==> config.mk <==
export PLATFORM = sky130hd
export DESIGN_NAME = reg_dump_reader
export DESIGN_NICKNAME = d
export VERILOG_FILES = /design/src/rtl/reg_dump_pkg.sv /design/src/rtl/reg_idx_counter.sv /design/src/rtl/reg_dump_reader.sv
export SDC_FILE = /design/constraint.sdc
export NUM_CORES = 1
export LEC_CHECK = 0
export CAP_MARGIN = 0
export CORE_UTILIZATION = 40
export CTS_BUF_LIST = sky130_fd_sc_hd__clkbuf_4
export CTS_CLUSTER_SIZE = 12
export DETAILED_ROUTE_END_ITERATION = 7
export GPL_TIMING_DRIVEN = 0
export PLACE_DENSITY = 0.78
export SLEW_MARGIN = 25
export SYNTH_ARGS = -nofsm -noshare
export SYNTH_HDL_FRONTEND = slang
export SYNTH_SLANG_ARGS = --single-unit
==> constraint.sdc <==
create_clock -name Clk -period 1.7 [get_ports Clk]
set_input_delay 0.34 -clock Clk [delete_from_list [all_inputs] [get_ports Clk]]
set_output_delay 0.34 -clock Clk [all_outputs]
set_load 0.005 [all_outputs]
==> src/rtl/reg_dump_pkg.sv <==
// Shared types and defaults for the register-file debug dump reader.
package reg_dump_pkg;

    localparam int ADDR_W_DEF = 5;
    localparam int DATA_W_DEF = 32;
    localparam int NUM_REGS   = 32;

    typedef enum logic [1:0] {
        IDLE,
        ADDR,
        SEND,
        DONE
    } dump_state_t;

endpackage

==> src/rtl/reg_idx_counter.sv <==
// Wrapping register index counter with load/increment and an end-of-range flag.
// Loads first/last on i_load, steps by one on i_inc; o_is_last is combinational.
module reg_idx_counter
    import reg_dump_pkg::*;
#(
    parameter int ADDR_W = ADDR_W_DEF
) (
    input  logic              i_clk,
    input  logic              i_rst_n,
    input  logic              i_load,
    input  logic [ADDR_W-1:0] i_first,
    input  logic [ADDR_W-1:0] i_last,
    input  logic              i_inc,
    output logic [ADDR_W-1:0] o_idx,
    output logic              o_is_last
);

    logic [ADDR_W-1:0] r_idx;
    logic [ADDR_W-1:0] r_last;

    always_ff @(posedge i_clk or negedge i_rst_n) begin
        if (!i_rst_n) begin
            r_idx  <= '0;
            r_last <= '0;
        end else if (i_load) begin
            r_idx  <= i_first;
            r_last <= i_last;
        end else if (i_inc) begin
            // Natural overflow gives the 31 -> 0 wrap for first > last ranges.
            r_idx <= r_idx + ADDR_W'(1);
        end
    end

    assign o_idx     = r_idx;
    assign o_is_last = (r_idx == r_last);

endmodule

==> src/rtl/reg_dump_reader.sv <==
// Walks a register-file range through a spare read port and streams {idx, data} beats.
// First beat valid two edges after start; stalls on CPU write collisions and on out_ready=0.
module reg_dump_reader
    import reg_dump_pkg::*;
#(
    parameter int ADDR_W = ADDR_W_DEF,
    parameter int DATA_W = DATA_W_DEF
) (
    input  logic              Clk,
    input  logic              reset,
    input  logic              start,
    input  logic [ADDR_W-1:0] first_reg,
    input  logic [ADDR_W-1:0] last_reg,
    output logic [ADDR_W-1:0] rf_addr,
    input  logic [DATA_W-1:0] rf_data,
    input  logic              wr_en,
    input  logic [ADDR_W-1:0] wr_addr,
    output logic              out_valid,
    input  logic              out_ready,
    output logic [ADDR_W-1:0] out_idx,
    output logic [DATA_W-1:0] out_data,
    output logic              out_last,
    output logic              busy,
    output logic              done
);

    dump_state_t       r_state;
    dump_state_t       w_state_nxt;

    logic              w_load;
    logic              w_inc;
    logic              w_capture;
    logic              w_collision;
    logic              w_handshake;
    logic              w_is_last;
    logic [ADDR_W-1:0] w_idx;

    logic              r_out_valid;
    logic [ADDR_W-1:0] r_out_idx;
    logic [DATA_W-1:0] r_out_data;
    logic              r_out_last;
    logic              r_busy;
    logic              r_done;

    reg_idx_counter #(
        .ADDR_W (ADDR_W)
    ) u_idx_counter (
        .i_clk     (Clk),
        .i_rst_n   (reset),
        .i_load    (w_load),
        .i_first   (first_reg),
        .i_last    (last_reg),
        .i_inc     (w_inc),
        .o_idx     (w_idx),
        .o_is_last (w_is_last)
    );

    // A CPU write to the index being read (r0 is hardwired, so exempt) delays
    // the capture until the write has landed, keeping the dumped value coherent.
    assign w_collision = wr_en && (wr_addr == w_idx) && (wr_addr != '0);
    assign w_handshake = r_out_valid && out_ready;

    always_ff @(posedge Clk or negedge reset) begin
        if (!reset) begin
            r_state <= IDLE;
        end else begin
            r_state <= w_state_nxt;
        end
    end

    always_comb begin
        w_state_nxt = r_state;
        w_load      = 1'b0;
        w_inc       = 1'b0;
        w_capture   = 1'b0;
        case (r_state)
            IDLE: begin
                if (start) begin
                    w_load      = 1'b1;
                    w_state_nxt = ADDR;
                end
            end
            ADDR: begin
                if (!w_collision) begin
                    w_capture   = 1'b1;
                    w_state_nxt = SEND;
                end
            end
            SEND: begin
                if (w_handshake) begin
                    if (r_out_last) begin
                        w_state_nxt = DONE;
                    end else begin
                        w_inc       = 1'b1;
                        w_state_nxt = ADDR;
                    end
                end
            end
            DONE: begin
                w_state_nxt = IDLE;
            end
            default: begin
                w_state_nxt = IDLE;
            end
        endcase
    end

    always_ff @(posedge Clk or negedge reset) begin
        if (!reset) begin
            r_out_valid <= 1'b0;
            r_out_idx   <= '0;
            r_out_data  <= '0;
            r_out_last  <= 1'b0;
            r_busy      <= 1'b0;
            r_done      <= 1'b0;
        end else begin
            r_done <= 1'b0;
            if (w_load) begin
                r_busy <= 1'b1;
            end
            if (r_state == DONE) begin
                r_busy <= 1'b0;
            end
            if (w_capture) begin
                r_out_valid <= 1'b1;
                r_out_idx   <= w_idx;
                r_out_data  <= rf_data;
                r_out_last  <= w_is_last;
            end
            // out_idx/out_data are left holding the final beat after the dump.
            if ((r_state == SEND) && w_handshake) begin
                r_out_valid <= 1'b0;
                if (r_out_last) begin
                    r_out_last <= 1'b0;
                    r_done     <= 1'b1;
                end
            end
        end
    end

    assign rf_addr   = w_idx;
    assign out_valid = r_out_valid;
    assign out_idx   = r_out_idx;
    assign out_data  = r_out_data;
    assign out_last  = r_out_last;
    assign busy      = r_busy;
    assign done      = r_done;

endmodule

==> flow_metrics.py, run 1 <==
# Physical implementation metrics
metrics = {
    "sta": {
        "fin_crit_sh_pct": 105,
        "max_slew.worst_pin.slew_ns": 0.665,
        "timing_hold_violations_final": 5,
        "final_critical_path_setup_slack_ns": -0.0921,
        "achievable-frequency_mhz": 558,
        "worst_slew_margin_rel_pct": 55.7,
        "total_of_endpoints_with_negative_setup_slack_in_the_final_report": 39,
        "hold_ws_ns": -0.00690,
        "timing.setup.tns_ns": -2.63,
        "rsz_0062_raised_after_global_routing": "yes",
        "finalWorstPathRequiredPeriod_ns": 1.79,
    },
    "setup_path": {
        "timing.setup.critical_path_class": "reg -> reg",
        "critical_path.top_delay_family": "buffers and inverters",
        "setup.reg_to_reg.worst_slack_ns": -0.09,
        "critical-path-max-stage-delay_ns": 0.42,
        "worst-path-stages": 7,
        "critical_path.cell_chain": "buf_6 -> nor4_4 -> o21ai_2 -> a31oi_4 -> buf_6 -> buf_12 -> mux2_4",
        "crit_arrival_ns": 2.06,
        "regToRegStartpoint": "u_idx_counter.o_idx[2]$_DFFE_PN0P_",
    },
    "route": {
        "initialDrtViolationCount": 48,
        "wl_met2_mm": 2.69,
        "topRoutingLayerUsed": "met4",
        "detail_route.first_pass.iterations": 4,
        "drtAntennaViolNets": 0,
        "post-route-drc-count": 0,
        "met1_wire_length_mm": 2.50,
    },
    "die": {
        "floorplan.io_pins": 98,
        "floorplanUtilization_pct": 42.3,
        "die-area_mm2": 0.00628,
    },
    "synth": {
        "synth_area_mm2": 0.00239,
        "postSynthRegisterBits": 53,
        "ys_warn_count": 0,
        "synth.avg_cell_area_um2": 15.0,
        "ys_area_mm2": 0.00239,
        "synth_sequential_area_ratio_pct": 55.5,
        "yosys-mux-area-fraction_pct": 26.8,
        "post_synth_xor_area_fraction_pct": 4.77,
        "synth_cell_type_count": 32,
    },
    "cells_and_area": {
        "layout_top_cells": "sky130_fd_sc_hd__clkdlybuf4s50_1 (92), sky130_fd_sc_hd__dfrtp_1 (49), sky130_fd_sc_hd__mux2_4 (37)",
        "final-clk-cell-share_pct": 1.29,
        "sequential_cell_area_mm2": 0.00133,
        "layout-area-overhead-vs-synth_pct": 59.0,
        "seqAreaFraction_pct": 35.1,
        "layout-drive-gt1-share_pct": 32.6,
        "non_clock_inverter_count": 4,
        "seq_cells": 53,
        "multiInputGateArea_mm2": 0.00104,
        "antenna_cell_count": 0,
        "largest_class": "sequential cells",
        "final-nonclk-buf-share_pct": 33.6,
        "comb-cell-share_pct": 27.3,
        "num-fill-cells": 432,
    },
    "cts": {
        "clkSlewWorstSetupHoldPaths_ns": 0.15,
        "cts_root_buf": "sky130_fd_sc_hd__clkbuf_4",
        "postCtsSetupRepairBufs": 9,
        "htreeDepth": 2,
    },
    "place": {
        "place.port_buffers": 97,
        "place_worst_setup_slack_ns": -0.549,
        "routabilityCongestion": 0.756,
        "place_hpwl_mm": 3.70,
    },
    "power": {
        "overall_power_consumption_w": 0.00693,
        "switching_share_pct": 30.1,
        "pwr_density_cell_mw_per_mm2": 1830,
        "power.share.clock_pct": 7.6,
        "power.static_leakage_nw": 1.65,
        "share_comb_of_total_power_pct": 58.7,
        "ir_worst_vdd_uv": 725,
    },
    "grt": {
        "use_met3_pct": 4.83,
        "global_route.usage.met2_pct": 28.4,
    },
    "outcome": {
        "violations": "hold timing, setup timing",
        "outcome": "finished, violations left",
    },
}
==> run 1: power groups by stage <==
stage	combinational (W)	sequential (W)	clock, W
after floorplan	0.00195	0.00234	0
after global placement	0.00343	0.00231	0
after detailed placement	0.00349	0.00235	0
after CTS	0.00388	0.00231	0.000545
after global routing	0.00435	0.00241	0.000616
final	0.00407	0.00234	0.000524
==> run 1: metrics by stage <==
step	cell area (µm²)	hold slack (ns)	instances
finish	3800	-0.00690	354
detailed placement	3480	0.421	328
global route	3800	0.0121	354
CTS	3680	0.00537	345
floorplan	2420	0.0444	159
global placement	3480	0.489	328
==> run 1: flip-flops by register name (all words and copies together) (netlist names) <==
register / count
out_last: 1
out_data: 32
u_idx_counter.o_idx: 5
done: 1
out_valid: 1
out_idx: 5
busy: 1
u_idx_counter.r_last: 5
r_state: 2
==> run 1: Yosys cell counts, drive strengths merged <==
| cell | n | area share [%] |
|---|---|---|
| a21o | 1 | 0.37 |
| a21oi | 1 | 0.21 |
| a31o | 1 | 0.37 |
| a31oi | 1 | 0.89 |
| and2 | 1 | 0.26 |
| buf | 7 | 2.6 |
| clkbuf | 1 | 0.21 |
| dfrtp | 53 | 56 |
| ha | 1 | 0.52 |
| inv | 4 | 0.63 |
| mux2 | 43 | 26 |
| mux2i | 2 | 0.84 |
| nand2 | 7 | 1.1 |
| nand2b | 1 | 0.26 |
| nand3 | 4 | 0.84 |
| nand4b | 1 | 0.37 |
| nor2 | 2 | 0.31 |
| nor3 | 3 | 0.84 |
| nor3b | 1 | 0.31 |
| nor4 | 2 | 0.52 |
| o211ai | 1 | 0.31 |
| o21ai | 5 | 1.0 |
| o2bb2ai | 1 | 0.37 |
| or2 | 1 | 0.26 |
| or4 | 1 | 0.31 |
| xnor2 | 7 | 2.6 |
| xor2 | 6 | 2.2 |
Run 1, cell density map:
(4 px per µm) 8 x 8 tiles, from black (low) to pale yellow (high), 0 to 100% covered.
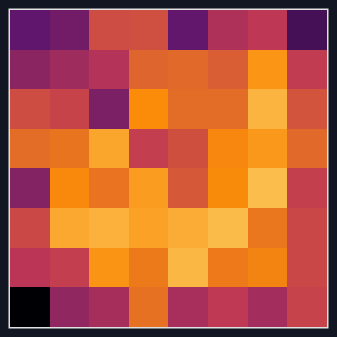
fullest tile	86%
tiles over 75% full	22%
emptiest ninth of the die	top left
nearly empty tiles	1.6%

Run 1, floorplan with the power grid:
(4 px per µm) Pins as bars on the die edge.
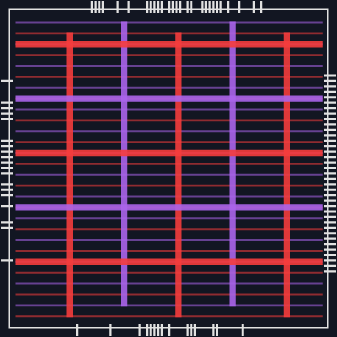
color	net
purple	VDD
red	VSS
met4 straps	5
rows	27
met5 straps	5
met1 rails	28
signal pins	98

Run 1, clock nets:
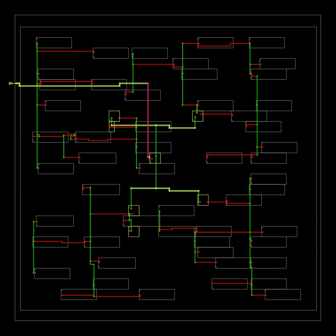
CTS Sinks: 53
Clock Skews: 0.0117 ns
later-pin clock latency in the skew report: 0.36 ns
TritonCTS Buffers: 5
clock tree buffer count of the final layout: 5

Run 1, signal wires on met2:
(4 px per µm)
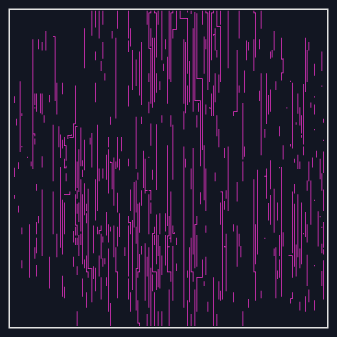

## Run 2: what changed since run 1
--- a/config.mk
+++ b/config.mk
@@ -6,12 +6,13 @@
 export NUM_CORES = 1
 export LEC_CHECK = 0
 export CAP_MARGIN = 0
-export CORE_UTILIZATION = 40
+export CORE_ASPECT_RATIO = 0.9
+export CORE_UTILIZATION = 48
 export CTS_BUF_LIST = sky130_fd_sc_hd__clkbuf_4
 export CTS_CLUSTER_SIZE = 12
 export DETAILED_ROUTE_END_ITERATION = 7
 export GPL_TIMING_DRIVEN = 0
-export PLACE_DENSITY = 0.78
+export PLACE_DENSITY = 0.88
 export SLEW_MARGIN = 25
 export SYNTH_ARGS = -nofsm -noshare
 export SYNTH_HDL_FRONTEND = slang
==> constraint.sdc (replaced) <==
create_clock -name Clk -period 2.1 [get_ports Clk]
set_input_delay 0.42 -clock Clk [delete_from_list [all_inputs] [get_ports Clk]]
set_output_delay 0.42 -clock Clk [all_outputs]
set_load 0.005 [all_outputs]
Run 2, signal wires on met2:
(4 px per µm)
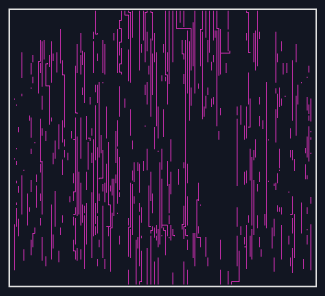
main direction	vertical
nets with wire on the layer	292
longest straight run	46.6 µm
wire length on this layer	2190 µm

==> run 2 against run 1 <==
Effect of this change: the run now ends clean; setup slack better by 0.23 ns; final cell count is 7.9% lower; flip-flop count stayed put; worst hold slack better by 0.064 ns; wire length is 12% lower.
==> flow_metrics.py, run 2 <==
# Physical implementation metrics
metrics = {
    "sta": {
        "rsz_0062_raised_after_global_routing": "no",
        "max_slew.worst_pin.slew_ns": 0.741,
        "fin_crit_sh_pct": 93.7,
        "total_of_endpoints_with_negative_setup_slack_in_the_final_report": 0,
        "final_critical_path_setup_slack_ns": 0.133,
        "achievable-frequency_mhz": 508,
        "timing.setup.tns_ns": 0,
        "worst_slew_margin_rel_pct": 50.5,
    },
    "cells_and_area": {
        "layout-area-overhead-vs-synth_pct": 46.4,
        "largest_register_ffs": 32,
        "antenna_cell_count": 0,
    },
    "place": {
        "routabilityCongestion": 0.792,
        "postPlaceCellArea_mm2": 0.00343,
        "place.port_buffers": 97,
        "place_hpwl_mm": 3.56,
        "place_worst_setup_slack_ns": -0.233,
    },
    "cts": {
        "cts_made_buffers": 5,
        "postCtsSetupRepairBufs": 0,
        "cts_root_buf": "sky130_fd_sc_hd__clkbuf_4",
        "cts_num_sinks": 53,
        "clkSlewWorstSetupHoldPaths_ns": 0.15,
        "clock.latency.late_pin_ns": 0.37,
        "htreeDepth": 2,
    },
    "power": {
        "pwr_density_cell_mw_per_mm2": 1450,
        "overall_power_consumption_w": 0.00507,
        "power.static_leakage_nw": 1.49,
        "ir_worst_vdd_uv": 747,
    },
    "route": {
        "detail_route.first_pass.iterations": 4,
        "post-route-drc-count": 0,
        "initialDrtViolationCount": 54,
    },
    "setup_path": {
        "regToRegStartpoint": "u_idx_counter.o_idx[0]$_DFFE_PN0P_",
        "critical-path-max-stage-delay_ns": 0.44,
        "worst-path-stages": 6,
        "crit_arrival_ns": 2.25,
        "critical_path.cell_chain": "buf_4 -> nor4_2 -> o21ai_1 -> a31oi_4 -> buf_6 -> mux2_2",
        "setup.reg_to_reg.worst_slack_ns": 0.13,
    },
    "outcome": {
        "outcome": "finished clean",
    },
    "synth": {
        "synth_cell_type_count": 32,
        "synth_area_mm2": 0.00239,
        "postSynth.topFlopCell": "sky130_fd_sc_hd__dfrtp_1",
        "post_synth_arst_share_pct": 100,
        "ys_area_mm2": 0.00239,
        "synthDominantCellAreaShare_pct": 55.5,
        "synth.top_cells.by_area": "sky130_fd_sc_hd__dfrtp_1 (56%), sky130_fd_sc_hd__mux2_4 (23%), sky130_fd_sc_hd__mux2_2 (3.3%)",
        "synth.avg_cell_area_um2": 15.0,
        "synth_sequential_area_ratio_pct": 55.5,
    },
    "die": {
        "die-area_mm2": 0.00526,
        "floorplan.io_pins": 98,
    },
    "grt": {
        "use_met3_pct": 7.24,
    },
}
Run 2, clock nets:
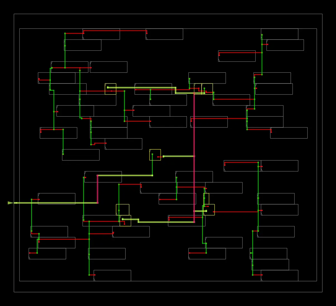
count of sequential standard cells: 53
Clock Skews: 0.00815 ns

==> run 2: cell counts after synthesis <==
No cell type changed its count.
==> run 2: report_power, final <==
part / total, W / leakage, nW / internal (W) / switching, W
registers: 0.00187 / 0.628 / 0.00153 / 0.000345
clock network: 0.000441 / 0.0326 / 0.000128 / 0.000314
logic: 0.00275 / 0.831 / 0.00186 / 0.000889
total: 0.00507 / 1.49 / 0.00352 / 0.00155
==> run 2: cells by family after synthesis <==
logic type      Yosys count  share of synthesized area [%]
xor+xnor                 13                           4.77
mux                      45                           26.8
simple gates             24                           5.40
flops                    53                           55.5
compound gates           11                           3.56
buf+inv                  12                           3.46
fa+ha+maj                 1                          0.524
==> run 2: area by class of cell <==
class                   instances  area [µm²]
inverters                       4        15.0
repair buffers                 97         968
flip-flops and latches         53        1330
plain buffers                   8        67.6
fillers                       312        1110
clock inverters                 3        17.5
well taps                      62        77.6
multi-input cells              94         986
clock buffers                   5        37.5
==> run 2: timing repair <==
action                     CTS  global route
setup endpoints to repair    0            15
gates resized                0             1
hold buffers                 0             0
==> run 2: through the flow <==
step           std cells  hold slack, ns
6_report             326          0.0573
5_1_grt              326          0.0737
4_1_cts              326          0.0708
3_5_place_dp         318           0.492
3_3_place_gp         318           0.490
2_1_floorplan        159           0.124
==> run 2: metal layers <==
metal  part of all wire (%)  wire, µm
met2                     45      2190
met5                      0         0
met4                   0.78        38
met3                    8.2       403
met1                     46      2250
Power figures rest on the tool's default switching activity, not on a simulated workload.
